Figure 1. Congestion heat map.
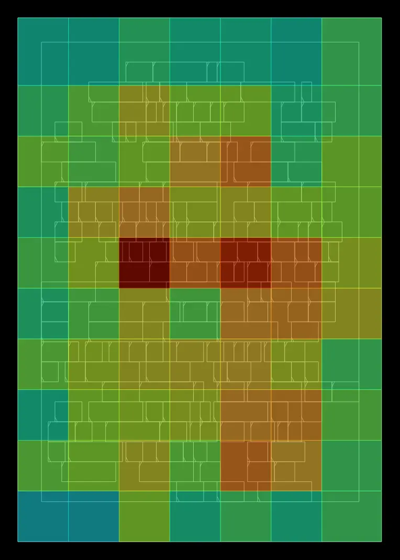
Figure 2. Metal layers overlaid.
Scale bar: 10 microns. Two of the layers only.
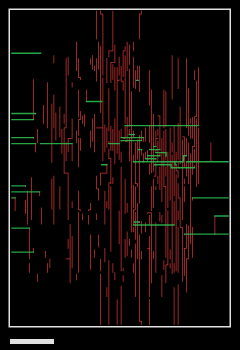
Figure 3. Local utilization.
5 x 7 tiles, from black (low) to pale yellow (high), 0 to 100% covered.
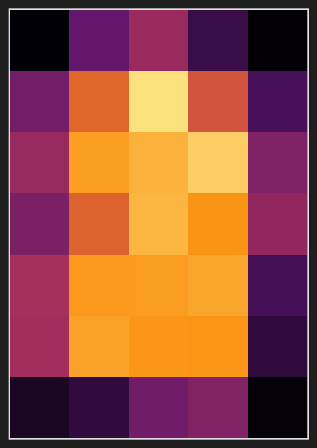
Figure 4. Sequential cells grouped by signal name.
Scale bar: 10 microns. Other sequential cells in the stronger gray, the rest of the logic in the fainter gray.
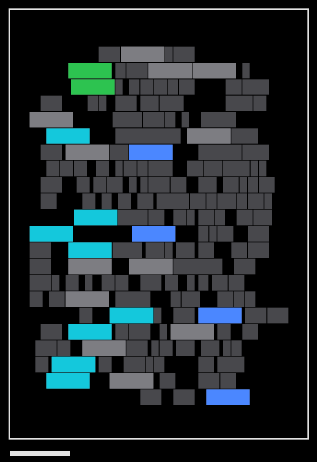
Figure 5. Placement by cell class.
Scale bar: 10 microns. Fill, decap, tap and diode cells in gray.
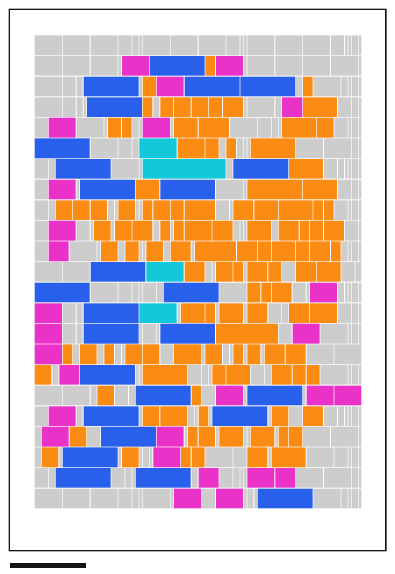
==> config.mk <==
export PLATFORM = sky130hd
export DESIGN_NAME = edge_event_arbiter
export DESIGN_NICKNAME = d
export VERILOG_FILES = /design/src/rtl/edge_evt_pkg.sv /design/src/rtl/edge_sync_channel.sv /design/src/rtl/edge_event_arbiter.sv
export SDC_FILE = /design/constraint.sdc
export NUM_CORES = 1
export LEC_CHECK = 0
export CAP_MARGIN = 5
export CORE_ASPECT_RATIO = 1.5
export CORE_MARGIN = 3
export CORE_UTILIZATION = 50
export CTS_CLUSTER_SIZE = 14
export DETAILED_ROUTE_END_ITERATION = 8
export GPL_ROUTABILITY_DRIVEN = 0
export PLACE_DENSITY = 0.77
export SYNTH_ARGS = -nofsm -noshare
export SYNTH_HDL_FRONTEND = slang
export SYNTH_SLANG_ARGS = --single-unit
==> constraint.sdc <==
create_clock -name clk -period 3.5 [get_ports clk]
set_input_delay 0.7 -clock clk [delete_from_list [all_inputs] [get_ports clk]]
set_output_delay 0.7 -clock clk [all_outputs]
set_load 0.1 [all_outputs]
==> src/rtl/edge_evt_pkg.sv <==
// Shared types and helpers for the edge event arbiter: FSM state encoding
// and the round-robin picker used by the top-level scheduler.
package edge_evt_pkg;

    localparam int MAX_CH  = 16;
    localparam int MAX_IDW = 4;

    typedef enum logic {
        ST_IDLE    = 1'b0,
        ST_PRESENT = 1'b1
    } state_e;

    // Returns {found, id}. Search starts one past 'last' and wraps at n,
    // so the most recently granted channel gets the lowest priority.
    function automatic logic [MAX_IDW:0] rr_pick(
        input logic [MAX_CH-1:0]  pend,
        input logic [MAX_IDW-1:0] last,
        input int                 n
    );
        logic               found;
        logic [MAX_IDW-1:0] id;
        int                 idx;
        found = 1'b0;
        id    = '0;
        for (int k = 1; k <= MAX_CH; k++) begin
            idx = int'(last) + k;
            if (idx >= n) idx = idx - n;
            if (k <= n && !found && pend[idx[MAX_IDW-1:0]]) begin
                found = 1'b1;
                id    = idx[MAX_IDW-1:0];
            end
        end
        return {found, id};
    endfunction

endpackage

==> src/rtl/edge_sync_channel.sv <==
// One input channel: synchronizer chain, history flop, rising-edge detect,
// sticky pending flag and sticky overflow flag.
module edge_sync_channel #(
    parameter int SYNC_STAGES = 2
) (
    input  logic clk,
    input  logic reset,
    input  logic in_async_i,
    input  logic ch_enable_i,
    input  logic grant_i,
    input  logic ovf_clr_i,
    output logic pending_o,
    output logic ovf_o
);

    logic [SYNC_STAGES-1:0] sync_q;
    logic                   hist_q;
    logic                   pending_q, pending_d;
    logic                   ovf_q, ovf_d;
    logic                   sync_last;
    logic                   edge_det;

    assign sync_last = sync_q[SYNC_STAGES-1];
    assign edge_det  = sync_last & ~hist_q & ch_enable_i;

    always_comb begin
        pending_d = pending_q;
        if (!ch_enable_i)  pending_d = 1'b0;
        else if (edge_det) pending_d = 1'b1;
        else if (grant_i)  pending_d = 1'b0;
    end

    // A second edge while the first is still waiting means one was merged.
    always_comb begin
        ovf_d = ovf_q;
        if (edge_det && pending_q && !grant_i) ovf_d = 1'b1;
        else if (ovf_clr_i)                    ovf_d = 1'b0;
    end

    // Sync and history reset high so a line already high at reset is not an edge.
    always_ff @(posedge clk) begin
        if (reset) begin
            sync_q    <= '1;
            hist_q    <= 1'b1;
            pending_q <= 1'b0;
            ovf_q     <= 1'b0;
        end else begin
            sync_q    <= {sync_q[SYNC_STAGES-2:0], in_async_i};
            hist_q    <= sync_last;
            pending_q <= pending_d;
            ovf_q     <= ovf_d;
        end
    end

    assign pending_o = pending_q;
    assign ovf_o     = ovf_q;

endmodule

==> src/rtl/edge_event_arbiter.sv <==
// Collects rising edges from N_CH asynchronous inputs and hands them one at a
// time to a valid/ready consumer, scheduled round-robin.
module edge_event_arbiter
    import edge_evt_pkg::*;
#(
    parameter  int N_CH        = 4,
    parameter  int SYNC_STAGES = 2,
    localparam int ID_W        = $clog2(N_CH)
) (
    input  logic            clk,
    input  logic            reset,
    input  logic [N_CH-1:0] in_async,
    input  logic [N_CH-1:0] ch_enable,
    output logic            evt_valid,
    output logic [ID_W-1:0] evt_id,
    input  logic            evt_ready,
    output logic [N_CH-1:0] pending,
    output logic [N_CH-1:0] ovf,
    input  logic [N_CH-1:0] ovf_clr
);

    state_e             state_q;
    logic               evt_valid_q;
    logic [ID_W-1:0]    evt_id_q;
    logic [ID_W-1:0]    last_q;

    logic [N_CH-1:0]    pend_w;
    logic [N_CH-1:0]    grant;
    logic [MAX_CH-1:0]  pend16;
    logic [MAX_IDW-1:0] last4;
    logic [MAX_IDW:0]   pick;
    logic               pick_found;
    logic [MAX_IDW-1:0] pick_id;
    logic               can_grant;

    for (genvar i = 0; i < N_CH; i++) begin : g_ch
        edge_sync_channel #(
            .SYNC_STAGES (SYNC_STAGES)
        ) u_ch (
            .clk         (clk),
            .reset       (reset),
            .in_async_i  (in_async[i]),
            .ch_enable_i (ch_enable[i]),
            .grant_i     (grant[i]),
            .ovf_clr_i   (ovf_clr[i]),
            .pending_o   (pend_w[i]),
            .ovf_o       (ovf[i])
        );
    end

    // Mask with enable so a flag that is being cleared this cycle is never granted.
    always_comb begin
        pend16             = '0;
        pend16[N_CH-1:0]   = pend_w & ch_enable;
        last4              = '0;
        last4[ID_W-1:0]    = last_q;
    end

    assign pick       = rr_pick(pend16, last4, N_CH);
    assign pick_found = pick[MAX_IDW];
    assign pick_id    = pick[MAX_IDW-1:0];
    assign can_grant  = (state_q == ST_IDLE) || evt_ready;

    always_comb begin
        grant = '0;
        for (int i = 0; i < N_CH; i++) begin
            grant[i] = can_grant && pick_found && (pick_id == MAX_IDW'(i));
        end
    end

    always_ff @(posedge clk) begin
        if (reset) begin
            state_q     <= ST_IDLE;
            evt_valid_q <= 1'b0;
            evt_id_q    <= '0;
            last_q      <= ID_W'(N_CH - 1);
        end else begin
            case (state_q)
                ST_IDLE: begin
                    if (pick_found) begin
                        evt_valid_q <= 1'b1;
                        evt_id_q    <= pick_id[ID_W-1:0];
                        last_q      <= pick_id[ID_W-1:0];
                        state_q     <= ST_PRESENT;
                    end
                end
                ST_PRESENT: begin
                    // Accepted event is replaced in the same cycle when another is waiting.
                    if (evt_ready) begin
                        if (pick_found) begin
                            evt_id_q <= pick_id[ID_W-1:0];
                            last_q   <= pick_id[ID_W-1:0];
                        end else begin
                            evt_valid_q <= 1'b0;
                            state_q     <= ST_IDLE;
                        end
                    end
                end
                default: begin
                    evt_valid_q <= 1'b0;
                    state_q     <= ST_IDLE;
                end
            endcase
        end
    end

    assign evt_valid = evt_valid_q;
    assign evt_id    = evt_id_q;
    assign pending   = pend_w;

endmodule

==> GITHUB_STEP_SUMMARY <==
### Flow metrics

| Metric | Value |
|---|---|
| DR pass1 iterations | `4` |
| Global route hottest layer | `met2` |
| Reg clk slew, reported paths | `0.09 ns` |
| Total die area | `between 3000 and 4000 sq um` |
| Top post-synthesis cells by count | `dfxtp_1 (26), or2_2 (12), nor2_1 (10)` |
| LEAKAGE | `0.641 nW` |
| Placed Cells | `205` |
| Initial antenna violation count | `0` |
| Comb area share | `46.4%` |
| Final period util | `80.2%` |
| Cell area leaders | `dfxtp_1 (37%), or2_2 (5.3%), buf_4 (4.8%)` |
| Vias in the first global route | `1171` |
| Yosys top cell area share | `36.6%` |
| Most numerous logic cell after layout | `dfxtp_1` |
| Tapcell Cnt | `37` |
| Delay-heaviest family, CP | `AND-OR/OR-AND gates` |
| Max incr delay on CP | `0.55 ns` |
| R2r worst-path depth | `8` |
| Number of clock buffers in the layout | `3` |
| Post-Layout Cell Count | `209` |
| Final Power | `0.626 mW` |
| Cell variety after synth | `roughly 47` |
| Compound Share, Synth | `approximately 25%` |
| Max FFs per register | `8` |
| Pre-CTS setup slack | `0.511 ns` |
| Die extent in x | `49.5 microns` |
| CTS tree | `done` |
| Xor+xnor area frac | `0%` |
| Max Fanout on Critical Path | `11` |
| Combinational Area | `795 sq um` |
| Comb pwr | `0.0727 mW` |
| Clk latency late pin | `roughly 0.27 ns` |
| Largest net degree at the start of global routing | `16` |
| H-tree depth | `1` |
| Int Power | `between 0.4 and 0.5 mW` |
| Buffers, non-clock | `27` |
| Final count of negative-setup-slack endpoints | `0` |
| Tightest Pin Transition | `approximately 1 ns` |
| Asr flop ratio synth | `0%` |
| Logic inverters | `6` |
| Placed inst area | `1640 sq um` |
| Met3 wire length | `162 microns` |
| Crit path capture | `g_ch[1].u_ch.ovf_o` |
| Crit path arrival time | `2.98 ns` |
| Synth warnings | `0` |
| Top class by area | `combinational gates` |
| Startpoint types | `flop` |
| WL met2 | `1.57 mm` |
| Die H | `71.3 microns` |
| Kind of critical path | `reg -> reg` |
| Adder-Cell Fraction of Synth Area | `4.40%` |
| Hpwl dp | `approximately 2.4 mm` |
| Cells after Synth | `154` |
| Max Freq | `roughly 360 MHz` |
| Synth Area per Inst | `9.23 sq um` |
| Hold Path Depth | `1` |
| # port buffers | `25` |
| R2R setup slack | `0.69 ns` |
| Simple-Gate Fraction of Synth Area | `~25%` |
| MaxCap Viol Count | `0` |
| Floorplan Nets | `174` |
| Mux area share | `between 1.5 and 2%` |
| Combinational Power Share | `11.6%` |
| Largest logic family | `simple AND/OR/NAND/NOR gates` |
| Peak VDD IR | `0.000422 V` |
| Buffering overhead | `15.0%` |
| Min Tclk post-route | `2.81 ns` |
| Net Switching | `0.136 mW` |
| Relative slew slack | `between 30% and 40%` |
| Registers, synthesis | `26` |
| Crit path depth | `8` |
| Most common logic cells in the final layout | `dfxtp_1 (26), clkdlybuf4s50_1 (22), or2_2 (12)` |
| WP buf/inv | `1` |
| Nets | `~190` |
| # fillers | `about 240` |
| Count of multi-input gates | `109` |
| Top Metal Used | `met4` |
| Flop count | `26` |
| Critical path capture point type | `flop` |
| Fin Setup TNS | `0 ns` |
| Routed Antenna Nets | `0` |
| Remaining DRCs | `0` |
| Congestion Overflow GR | `0` |
| Netlist Area Pre-Place | `1420 sq um` |
| Setup WS post-layout | `0.693 ns` |
| Area leader, netlist | `dfxtp_1` |
| Power per Cell Area | `365 nW/um^2` |
| Worst r2r src | `last_q[1]` |
| Fin. max-slew vios | `0` |
| Sequential share of power | `between 40% and 50%` |
| Number of enable flip-flop cells | `0` |
| Unrepaired setup endpoints after global routing | `false` |
| Outcome | `finished, final reports clean` |
| Largest Pwr Group | `registers` |
| Clock Tree Buf Depth | `2` |
| Crit path cell chain | `inv_1, ha_1, nand3b_1, a211oi_1, nor2_1, a221oi_2, o211ai_1, a32o_1` |
| Layout clock area frac | `4.16%` |
| Setup bufs post-CTS | `0` |
| Io pins | `26` |
| # hold bufs at CTS | `0` |
| Worst Hold End | `g_ch[3].u_ch.sync_q[1]` |
| Most common cell in the netlist | `dfxtp_1` |
| M1 wire length | `between 1 and 1.5 mm` |
| Clock share of power | `39.0%` |
| Share of layout cells above drive strength 1 | `around a fifth` |
| Hold WS | `about 0.42 ns` |
| Crit-path slowest cell | `dfxtp_1` |
| First-pass GRT wire length | `5.12 mm` |
| Required @ worst endpoint | `3.67 ns` |
| DR iter-0 viols | `23` |
| Num CTS Buffers | `3` |
| Number of cells in Yosys stat | `between 150 and 200` |
| Post-synth seq share | `36.6%` |
| Min-delay src | `g_ch[3].u_ch.sync_q[0]` |
| Worst clock skew | `0.00526 ns` |
| Top reg by flops | `g_ch.u_ch.sync_q` |
| CTS Sinks | `26` |
| P_clk | `0.244 mW` |
| Yosys chip area | `around 1400 sq um` |
| GRT met2 Usage | `roughly a third` |
| N_diodes | `0` |
| Tool warnings | `30` |
| Min-Delay Path Class | `reg -> reg` |
| Worst r2r dst | `g_ch[1].u_ch.ovf_o` |
| Main flop type after synthesis | `dfxtp_1` |
| Vias per std cell | `5.63` |
| Setup crit start | `last_q[1]` |
| CTS root buffer | `clkbuf_8` |
| Sw Share | `approximately 22%` |
| Count of final hold-check violations | `0` |
| Post-CTS resize count | `0` |
| Area grow syn2layout | `20.5%` |
| Met3 usage | `2.49%` |
## Picture notes: Figure 1
GRT met1 Usage: 21.5%
wire per inst: 14.7 microns

## Picture notes: Figure 2
red -> M2  # wire length 1570 microns
green -> M3  # wire length 163 microns
drt total wl: 3.06 mm
gr usage total: 18.1%
via count: 1177

## Picture notes: Figure 3
nearly empty tiles = 8.6%
mean over tiles = 47%
densest ninth of the die = center
CORE AREA: 2710 sq um
fp util: 52.5%
Layout Utilization: 63.3%

## Picture notes: Figure 4
blue -> g_ch.u_ch.pending_o  # placed flops 4
green -> evt_id  # placed flops 2
cyan -> g_ch.u_ch.sync_q  # placed flops 8
Seq area share: 30.4%
P_seq: 0.309 mW
Sequential Area: 520 sq um

## Picture notes: Figure 5
magenta -> remaining buffers and delay cells  # cells 27
blue -> registers  # cells 26
orange -> remaining logic cells  # cells 115
cyan -> clock drivers and dummy loads  # cells 4
FP Rows: 23
post-route cell area: 1710 sq um

No activity file was given, so power comes from the tool's default toggle rates.
